File: src/rtl/uart_frame_scheduler_pkg.sv
// Shared definitions for the UART frame scheduler.
//   state_e         : scheduler FSM states
//   DEF_*           : default framing marker bytes
//   HDR_LEN/TRL_LEN : byte counts of the frame/row headers and of the trailer
package uart_frame_scheduler_pkg;

    typedef enum logic [2:0] {
        ST_IDLE,
        ST_FHDR,
        ST_RHDR,
        ST_RWAIT,
        ST_RSTART,
        ST_RDATA,
        ST_REND,
        ST_FTAIL
    } state_e;

    localparam logic [7:0] DEF_SYNC0    = 8'hA5;
    localparam logic [7:0] DEF_SYNC1    = 8'h5A;
    localparam logic [7:0] DEF_ROW_MARK = 8'hC3;
    localparam logic [7:0] DEF_END_MARK = 8'hE7;

    localparam logic [1:0] HDR_LEN = 2'd3;
    localparam logic [1:0] TRL_LEN = 2'd1;

endpackage

File: src/rtl/uart_frame_scheduler_hdr_byte_seq.sv
// Registered sender of a short (1..3 byte) generated sequence.
// The first byte is loaded on i_start; each accepted byte (o_valid && i_tx_ready)
// advances to the next one. o_data is a register, so it stays stable while
// o_valid is high and the sink is not ready.
//   CLK, RST          : clock, asynchronous active-low reset
//   i_clear           : drop the sequence (abort), wins over everything
//   i_start           : load i_byte0..2 and i_len, raise o_valid next cycle
//   i_len             : number of bytes to send (1..3)
//   i_tx_ready        : sink accepts the byte this cycle
//   o_data / o_valid  : byte to the sink
//   o_done            : the last byte is being accepted this cycle
module uart_frame_scheduler_hdr_byte_seq (
    input  logic       CLK,
    input  logic       RST,
    input  logic       i_clear,
    input  logic       i_start,
    input  logic [1:0] i_len,
    input  logic [7:0] i_byte0,
    input  logic [7:0] i_byte1,
    input  logic [7:0] i_byte2,
    input  logic       i_tx_ready,
    output logic [7:0] o_data,
    output logic       o_valid,
    output logic       o_done
);

    logic [7:0] data_q, data_d;
    logic [7:0] b1_q, b1_d;
    logic [7:0] b2_q, b2_d;
    logic [1:0] idx_q, idx_d;
    logic [1:0] len_q, len_d;
    logic       valid_q, valid_d;
    logic       xfer;
    logic       last;

    assign xfer = valid_q && i_tx_ready;
    assign last = (idx_q == (len_q - 2'd1));

    always_comb begin
        data_d  = data_q;
        b1_d    = b1_q;
        b2_d    = b2_q;
        idx_d   = idx_q;
        len_d   = len_q;
        valid_d = valid_q;
        if (i_clear) begin
            valid_d = 1'b0;
            idx_d   = 2'd0;
        end else if (i_start) begin
            data_d  = i_byte0;
            b1_d    = i_byte1;
            b2_d    = i_byte2;
            len_d   = i_len;
            idx_d   = 2'd0;
            valid_d = 1'b1;
        end else if (xfer) begin
            if (last) begin
                valid_d = 1'b0;
            end else begin
                idx_d  = idx_q + 2'd1;
                data_d = (idx_q == 2'd0) ? b1_q : b2_q;
            end
        end
    end

    always_ff @(posedge CLK or negedge RST) begin
        if (!RST) begin
            data_q  <= 8'h00;
            b1_q    <= 8'h00;
            b2_q    <= 8'h00;
            idx_q   <= 2'd0;
            len_q   <= 2'd0;
            valid_q <= 1'b0;
        end else begin
            data_q  <= data_d;
            b1_q    <= b1_d;
            b2_q    <= b2_d;
            idx_q   <= idx_d;
            len_q   <= len_d;
            valid_q <= valid_d;
        end
    end

    assign o_data  = data_q;
    assign o_valid = valid_q;
    assign o_done  = xfer && last;

endmodule

File: src/rtl/uart_frame_scheduler.sv
// Frame scheduler that shares one UART byte channel between generated framing
// bytes and the RLE compressor payload.
// Stream per frame: Sync0 Sync1 frame_cnt | { RowMark row_hi row_lo payload... } x RowCount | EndMark
//   CLK, RST                         : clock, asynchronous active-low reset
//   i_frame_start                    : vsync pulse, starts a frame from IDLE
//   i_abort                          : return to IDLE immediately
//   i_row_ready                      : a full row is buffered
//   o_cmp_start                      : pulse, compress the current row
//   i_cmp_data/valid/last, o_cmp_ready : compressor byte stream
//   o_tx_data/valid, i_tx_ready      : UART byte channel
//   o_row_idx, o_frame_cnt           : current row, frames completed
//   o_busy, o_frame_done, o_overrun  : status
module uart_frame_scheduler
    import uart_frame_scheduler_pkg::*;
#(
    parameter int         RowCount = 480,
    parameter logic [7:0] Sync0    = DEF_SYNC0,
    parameter logic [7:0] Sync1    = DEF_SYNC1,
    parameter logic [7:0] RowMark  = DEF_ROW_MARK,
    parameter logic [7:0] EndMark  = DEF_END_MARK
) (
    input  logic        CLK,
    input  logic        RST,
    input  logic        i_frame_start,
    input  logic        i_abort,
    input  logic        i_row_ready,
    output logic        o_cmp_start,
    input  logic [7:0]  i_cmp_data,
    input  logic        i_cmp_valid,
    input  logic        i_cmp_last,
    output logic        o_cmp_ready,
    output logic [7:0]  o_tx_data,
    output logic        o_tx_valid,
    input  logic        i_tx_ready,
    output logic [15:0] o_row_idx,
    output logic [7:0]  o_frame_cnt,
    output logic        o_busy,
    output logic        o_frame_done,
    output logic        o_overrun
);

    localparam logic [15:0] LastRow = 16'(RowCount - 1);

    state_e      state_q, state_d;
    logic [15:0] row_q, row_d;
    logic [7:0]  frame_cnt_q, frame_cnt_d;
    logic        overrun_q, overrun_d;

    logic        seq_start;
    logic [1:0]  seq_len;
    logic [7:0]  seq_b0, seq_b1, seq_b2;
    logic [7:0]  seq_data;
    logic        seq_valid;
    logic        seq_done;

    logic        cmp_start;
    logic        frame_done;
    logic        busy;

    assign busy = (state_q != ST_IDLE);

    // One sender serves frame header, row header and trailer; the FSM loads it
    // on the transition into the sending state so the first byte is valid on
    // the state's first cycle.
    uart_frame_scheduler_hdr_byte_seq u_hdr_byte_seq (
        .CLK        (CLK),
        .RST        (RST),
        .i_clear    (i_abort),
        .i_start    (seq_start),
        .i_len      (seq_len),
        .i_byte0    (seq_b0),
        .i_byte1    (seq_b1),
        .i_byte2    (seq_b2),
        .i_tx_ready (i_tx_ready),
        .o_data     (seq_data),
        .o_valid    (seq_valid),
        .o_done     (seq_done)
    );

    always_comb begin
        state_d     = state_q;
        row_d       = row_q;
        frame_cnt_d = frame_cnt_q;
        // Busy includes the FTAIL transfer cycle, so a vsync there is an overrun.
        overrun_d   = overrun_q | (i_frame_start & busy);
        seq_start   = 1'b0;
        seq_len     = HDR_LEN;
        seq_b0      = Sync0;
        seq_b1      = Sync1;
        seq_b2      = frame_cnt_q;
        cmp_start   = 1'b0;
        frame_done  = 1'b0;
        case (state_q)
            ST_IDLE: begin
                if (i_frame_start) begin
                    state_d   = ST_FHDR;
                    row_d     = 16'd0;
                    seq_start = 1'b1;
                end
            end
            ST_FHDR: begin
                if (seq_done) state_d = ST_RWAIT;
            end
            ST_RWAIT: begin
                if (i_row_ready) begin
                    state_d   = ST_RHDR;
                    seq_start = 1'b1;
                    seq_b0    = RowMark;
                    seq_b1    = row_q[15:8];
                    seq_b2    = row_q[7:0];
                end
            end
            ST_RHDR: begin
                if (seq_done) state_d = ST_RSTART;
            end
            ST_RSTART: begin
                cmp_start = 1'b1;
                state_d   = ST_RDATA;
            end
            ST_RDATA: begin
                if (i_cmp_valid && i_tx_ready && i_cmp_last) state_d = ST_REND;
            end
            ST_REND: begin
                if (row_q == LastRow) begin
                    state_d   = ST_FTAIL;
                    seq_start = 1'b1;
                    seq_len   = TRL_LEN;
                    seq_b0    = EndMark;
                end else begin
                    row_d   = row_q + 16'd1;
                    state_d = ST_RWAIT;
                end
            end
            ST_FTAIL: begin
                if (seq_done) begin
                    frame_done  = 1'b1;
                    frame_cnt_d = frame_cnt_q + 8'd1;
                    row_d       = 16'd0;
                    state_d     = ST_IDLE;
                end
            end
            default: state_d = ST_IDLE;
        endcase
        // Abort overrides every event of the same cycle.
        if (i_abort) begin
            state_d     = ST_IDLE;
            row_d       = 16'd0;
            frame_cnt_d = frame_cnt_q;
            seq_start   = 1'b0;
            cmp_start   = 1'b0;
            frame_done  = 1'b0;
        end
    end

    // Byte channel mux: generated bytes from the sender register, payload is
    // a zero-latency passthrough of the compressor handshake.
    always_comb begin
        o_tx_data   = 8'h00;
        o_tx_valid  = 1'b0;
        o_cmp_ready = 1'b0;
        case (state_q)
            ST_FHDR, ST_RHDR, ST_FTAIL: begin
                o_tx_data  = seq_data;
                o_tx_valid = seq_valid;
            end
            ST_RDATA: begin
                o_tx_data   = i_cmp_data;
                o_tx_valid  = i_cmp_valid;
                o_cmp_ready = i_tx_ready;
            end
            default: ;
        endcase
        if (i_abort) begin
            o_tx_valid  = 1'b0;
            o_cmp_ready = 1'b0;
        end
    end

    always_ff @(posedge CLK or negedge RST) begin
        if (!RST) begin
            state_q     <= ST_IDLE;
            row_q       <= 16'd0;
            frame_cnt_q <= 8'd0;
            overrun_q   <= 1'b0;
        end else begin
            state_q     <= state_d;
            row_q       <= row_d;
            frame_cnt_q <= frame_cnt_d;
            overrun_q   <= overrun_d;
        end
    end

    assign o_cmp_start  = cmp_start;
    assign o_row_idx    = row_q;
    assign o_frame_cnt  = frame_cnt_q;
    assign o_busy       = busy;
    assign o_frame_done = frame_done;
    assign o_overrun    = overrun_q;

endmodule

File: config.mk
export PLATFORM = sky130hd
export DESIGN_NAME = uart_frame_scheduler
export DESIGN_NICKNAME = d
export VERILOG_FILES = /design/src/rtl/uart_frame_scheduler_pkg.sv /design/src/rtl/uart_frame_scheduler_hdr_byte_seq.sv /design/src/rtl/uart_frame_scheduler.sv
export SDC_FILE = /design/constraint.sdc
export NUM_CORES = 1
export LEC_CHECK = 0
export CAP_MARGIN = 20
export CORE_UTILIZATION = 57
export DETAILED_ROUTE_END_ITERATION = 7
export DONT_BUFFER_PORTS = 1
export MAX_ROUTING_LAYER = met4
export PLACE_DENSITY = 0.87
export SYNTH_ARGS = -nofsm -noshare
export SYNTH_HDL_FRONTEND = slang
export SYNTH_SLANG_ARGS = --single-unit
File: constraint.sdc
create_clock -name CLK -period 2.02 [get_ports CLK]
set_clock_uncertainty 0.2 [all_clocks]
set_input_delay 0.202 -clock CLK [delete_from_list [all_inputs] [get_ports CLK]]
set_output_delay 0.202 -clock CLK [all_outputs]
set_load 0.05 [all_outputs]
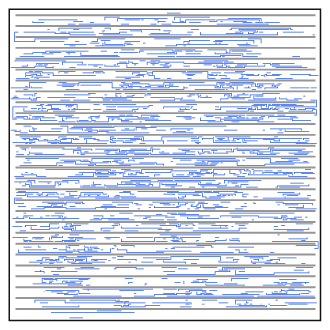
Run 1: met1 routing
(4 px per µm) Supply wires on this layer in grey.
The layer carries 4370 µm of wire. 399 nets have wire on it. The wires run mostly horizontal. The layer holds 35% of the routed length. The longest straight run is 21.6 µm.

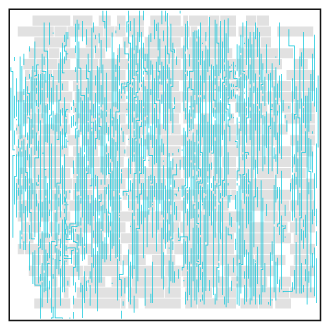
Run 1: the metal 2 layer
(4 px per µm) Cells faint in the background.
401 nets have wire on it. The wires run mostly vertical. The layer holds 50% of the routed length. The longest straight run is 63.9 µm. The layer carries 6220 µm of wire.

==> GITHUB_STEP_SUMMARY, run 1 <==
### Yosys + OpenROAD results

| Metric | Value |
|---|---|
| Final Non-Filler Cells | `492` |
| Max-area cell share | `0.439` |
| FP Rows | `27` |
| Clk latency late pin | `0.35 ns` |
| Worst path buffer plus inverter count | `2` |
| Simple share | `0.177` |
| Chip Footprint | `6000 µm²` |
| Failing checks | `setup timing` |
| Critical Path End Type | `output pin` |
| Remaining Overflow, GRT | `0` |
| Main area contributors after synthesis | `dfrtp_1, a22o_1, mux2_2` |
| Seq/total area | `0.302` |
| HP Start | `i_abort` |
| TritonRoute pass-1 iters | `5` |
| Highest-delay cell along the critical path | `dfrtp_2` |
| Data buffer area share | `0.186` |
| Finish-stage setup viols | `54` |
| Antenna-violating nets left | `0` |
| CP max FO | `10` |
| Layout inverter count without the clock tree | `6` |
| Top Layout Cells | `buf_4, dfrtp_1, nand2_1` |
| Leakage | `2.13 nW` |
| Worst Hold Path EP | `u_hdr_byte_seq.o_data[1]` |
| Die W | `77.5 µm` |
| Longest Clk Path Bufs | `2` |
| Final net count | `434` |
| IO Port Bufs | `0` |
| CP peak stage delay | `0.46 ns` |
| Filler cell count | `261` |
| DRT iter0 DRCs | `312` |
| Ys Warns | `0` |
| Antenna diodes | `0` |
| Total CTS buffers | `9` |
| Initial antenna violation count | `0` |
| Flip-flops with a built-in enable | `0` |
| Status | `complete, but fails checks` |
| Count leader, synth | `dfrtp_1` |
| CTS tree | `done` |
| Setup ws final | `-0.244 ns` |
| Cell chosen for the clock root | `clkbuf_8` |
| Synth area leader | `dfrtp_1` |
| Die Span Y | `77.5 µm` |
| Netlist cell types | `55` |
| Global-route wire length before repair | `16100 µm` |
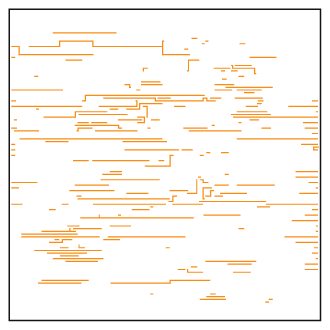
Run 1: metal 3
(4 px per µm)
129 nets have wire on it. The layer carries 1110 µm of wire. The layer holds 8.9% of the routed length. The longest straight run is 35.4 µm.

run 1: layer usage:
| metal | up-vias | share of wire | GRT usage |
|---|---|---|---|
| li1 | 1419 | - | - |
| met1 | 1635 | 0.35 | 0.398 |
| met2 | 275 | 0.50 | 0.617 |
| met3 | 73 | 0.089 | 0.0800 |
| met4 | 0 | 0.060 | 0.213 |
| met5 | - | 0 | - |
run 1: report_power, final:
| part | switching (W) | total (W) | internal (W) |
|---|---|---|---|
| clock network | 0.000478 | 0.00108 | 0.000601 |
| logic | 0.000251 | 0.000437 | 0.000186 |
| registers | 0.0000411 | 0.00121 | 0.00117 |
| total | 0.000771 | 0.00273 | 0.00196 |
run 1: sequential cells by signal, indices dropped and copies added (netlist names):
signal,count
u_hdr_byte_seq.o_valid,1
u_hdr_byte_seq.o_data,8
u_hdr_byte_seq.len_q,2
u_hdr_byte_seq.idx_q,2
o_frame_cnt,8
o_row_idx,16
u_hdr_byte_seq.b1_q,8
o_overrun,1
state_q,3
u_hdr_byte_seq.b2_q,8
run 1: metrics by stage:
step / TNS (ns) / power, W / utilization / hold slack (ns)
2_1_floorplan: -2.67 / 0.00144 / - / -0.294
6_report: -6.74 / 0.00273 / 0.869 / 0.0624
4_1_cts: -3.30 / 0.00264 / 0.806 / 0.00389
3_3_place_gp: 0 / 0.00149 / 0.703 / -0.292
3_5_place_dp: -1.65 / 0.00150 / 0.703 / -0.292
5_1_grt: -9.85 / 0.00279 / 0.869 / 0.0554
run 1: what timing repair did:
| item | in CTS | in global routing |
|---|---|---|
| resized | 49 | 68 |
| gates cloned | 2 | 1 |
| pin swaps | 17 | 26 |
| endpoints found under the setup margin | 49 | 61 |
| hold buffers | 7 | 1 |
| buffers inserted | 10 | 14 |
| endpoints found under the hold margin | 87 | 1 |
Run 1, cell outlines without signal wires:
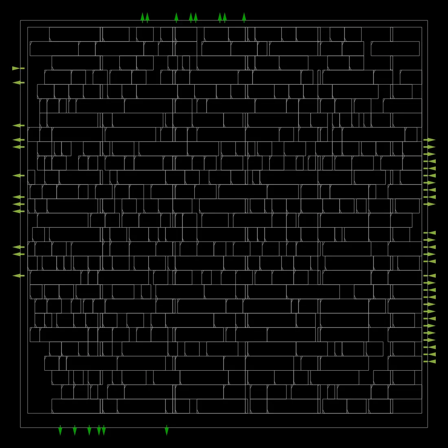

==> run 1 -> run 2 <==
Settings changed: CORE_UTILIZATION 57 to 30, PLACE_DENSITY 0.87 to 0.57.
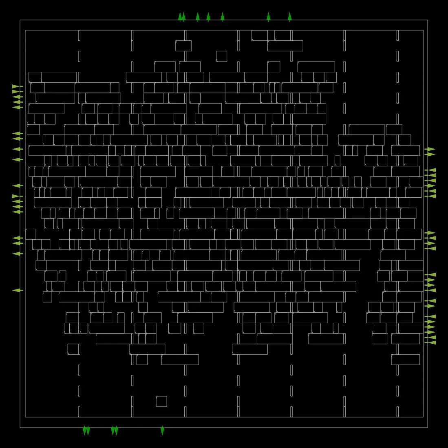
Run 2: cell outlines without signal wires
filler cell count: 960
Final Non-Filler Cells: 565
Placeable Area: 10400 µm²
post-route core utilization: 0.481

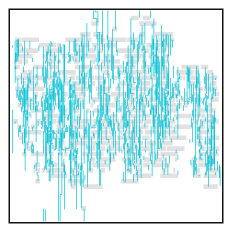
Run 2: the metal 2 layer
(2 px per µm) Cells faint in the background.
383 nets have wire on it. The layer holds 48% of the routed length. The layer carries 4960 µm of wire. The wires run mostly vertical. The longest straight run is 64.6 µm.

==> run 2 against run 1 <==
- the flow still finishes with violations (setup timing)
- clock-buffer cell count decreased by 1
- worst hold slack got worse by 0.059 ns
- synthesized area unchanged
- first-iteration DRC count decreased by 64%
- fmax increased by 2.7%
- synthesized cell count unchanged
- cell count increased by 15%
- non-clock buffer count increased by 10
- sequential power about the same
- register-to-register slack improved by 0.02 ns
- die area increased by 87%
- wire length decreased by 17%
- critical path type is now reg2reg
- largest cell class unchanged
==> GITHUB_STEP_SUMMARY, run 2 <==
### Yosys + OpenROAD results

| Metric | Value |
|---|---|
| Unrepaired setup endpoints after global routing | `true` |
| Critical Path End Type | `register` |
| Highest-delay cell along the critical path | `dfrtp_1` |
| Max-area cell share | `0.439` |
| Die W | `106 µm` |
| Least-Margin Pin Slew | `0.988 ns` |
| Resized Gates After CTS | `30` |
| CTS tree | `done` |
| Post-synth ARST share | `1.00` |
| Main area contributors after synthesis | `dfrtp_1, a22o_1, mux2_2` |
| Remaining Overflow, GRT | `0` |
| Post-synth top flop | `dfrtp_1` |
| Area Overhead vs Synth | `54.4%` |
| TritonRoute pass-1 iters | `4` |
| Clk latency late pin | `0.33 ns` |
| Die Span Y | `106 µm` |
| WHS Path Cells | `3` |
| Placed inst area | `4040 µm²` |
| Net Sw Frac | `0.255` |
| Largest net degree at the start of global routing | `58` |
| # H-tree levels | `3` |
| Most instantiated logic cell after routing | `buf_4` |
| Flip-flops with a built-in enable | `0` |
| Layout cells sized above 1 | `0.501` |
| Critical Path Stages | `6` |
| Setup TNS | `-3.86 ns` |
| IO Port Bufs | `0` |
| Commonest cells in the synthesized netlist | `dfrtp_1, o21ai_0, a22o_1, nand2_1, nor2_1` |
| Antenna diodes | `0` |
| R2R Setup Slk | `-0.18 ns` |
| Tot GR Track Use | `0.190` |
| Flop pwr share | `0.423` |
| Ys Warns | `0` |
| Total CTS buffers | `9` |
| Worst path buffer plus inverter count | `1` |
| Clock slew at the register clock pins of the worst setup and hold paths | `0.07 ns` |
| DRT iter0 DRCs | `111` |
| Finish-stage setup viols | `43` |
| Global-route wire length before repair | `16000 µm` |
| CP max FO | `4` |
| Pint | `0.00213 W` |
| Cell count after synthesis | `327` |
| Setup WS pre-CTS | `-0.0612 ns` |
| Worst Hold Path EP | `state_q[0]` |
| Req. time, crit path | `2.03 ns` |
| Chip Footprint | `11200 µm²` |
| Max reg flops | `16` |
| Hpwl dp | `6960 µm` |
| Critical Path, Cell by Cell | `xnor2_2, mux2_4, buf_4, a31o_4, or2_4, a211o_1` |
| Post-synth regs | `57` |
| Synth area leader | `dfrtp_1` |
| # Cells Yosys | `327` |
| Clock share of power | `0.424` |
| Kind of start point of the critical path | `register` |
| Setup ws final | `-0.185 ns` |
| Delay-heaviest family, CP | `AND-OR/OR-AND gates` |
| Initial antenna violation count | `0` |
| Clk sink count | `57` |
| Longest Clk Path Bufs | `2` |
| Cell chosen for the clock root | `clkbuf_8` |
| Crit path DAT | `2.22 ns` |
| Count leader, synth | `dfrtp_1` |
| Top Layout Cells | `buf_4, dfrtp_1, buf_6` |
| Post-CTS Setup Inserts | `12` |
| Final hold slack | `0.00370 ns` |
| Total Power | `0.00286 W` |
| Failing checks | `setup timing` |
| Kind of critical path | `reg2reg` |
| Leakage | `2.18 nW` |
| OpenROAD warning count | `29` |
| Hold-fix buffers at CTS | `7` |
| Min cycle time layout | `2.20 ns` |
| HP Class | `in2reg` |
| Netlist cell types | `55` |
| Status | `complete, but fails checks` |
| Combinational fraction of design power | `0.154` |
| NetSw | `0.000730 W` |
| FP Rows | `37` |
| CP peak stage delay | `0.40 ns` |
| Routed WL | `10300 µm` |
| Antenna-violating nets left | `0` |
| HP Start | `i_cmp_last` |
| Routed vias | `3031` |
| Final net count | `444` |
-- run 2: cell types whose count changed in the layout (fill, tap and decap cells not counted), sizes merged --
cell | previous run | this run
buf | 85 | 97
clkinv | 2 | 1
bufbuf | 1 | 0
bufinv | 1 | 2
clkbuf | 13 | 12
dlygate4sd3 | 6 | 5
-- run 2: power by group through the flow --
stage          clock (W)  combinational (W)  sequential, W
2_1_floorplan          0           0.000225        0.00122
5_1_grt          0.00130           0.000466        0.00121
3_3_place_gp           0           0.000291        0.00122
6_report         0.00121           0.000440        0.00121
4_1_cts          0.00124           0.000369        0.00121
3_5_place_dp           0           0.000295        0.00123
-- run 2: routing by layer --
| metal | vias up | part of all wire | global-route usage |
|---|---|---|---|
| li1 | 1438 | - | - |
| met1 | 1496 | 0.44 | 0.241 |
| met2 | 84 | 0.48 | 0.296 |
| met3 | 13 | 0.056 | 0.0509 |
| met4 | 0 | 0.017 | 0.0605 |
| met5 | - | 0 | - |
-- run 2: logic make-up (layout without fill, tap and decap cells) --
| kind of cell | count (synthesis) | count (layout) | synth area share |
|---|---|---|---|
| muxes | 28 | 28 | 0.0937 |
| AOI/OAI and AO/OA | 101 | 101 | 0.218 |
| DFF | 57 | 57 | 0.439 |
| buffers and inverters | 23 | 124 | 0.0308 |
| xor gates and xnor gates | 10 | 10 | 0.0293 |
| and+or+nand+nor | 105 | 106 | 0.177 |
| adders and majority gates | 3 | 3 | 0.0116 |
-- run 2: area by class of cell --
type	count	share of cell area
timing repair buffer	103	0.199
multi-input combinational	248	0.431
sequential	57	0.288
clock buffer	12	0.0310
tap	136	0.0340
clock inverter	3	0.0130
inverter	6	0.00449
No activity file was given, so power comes from the tool's default toggle rates.
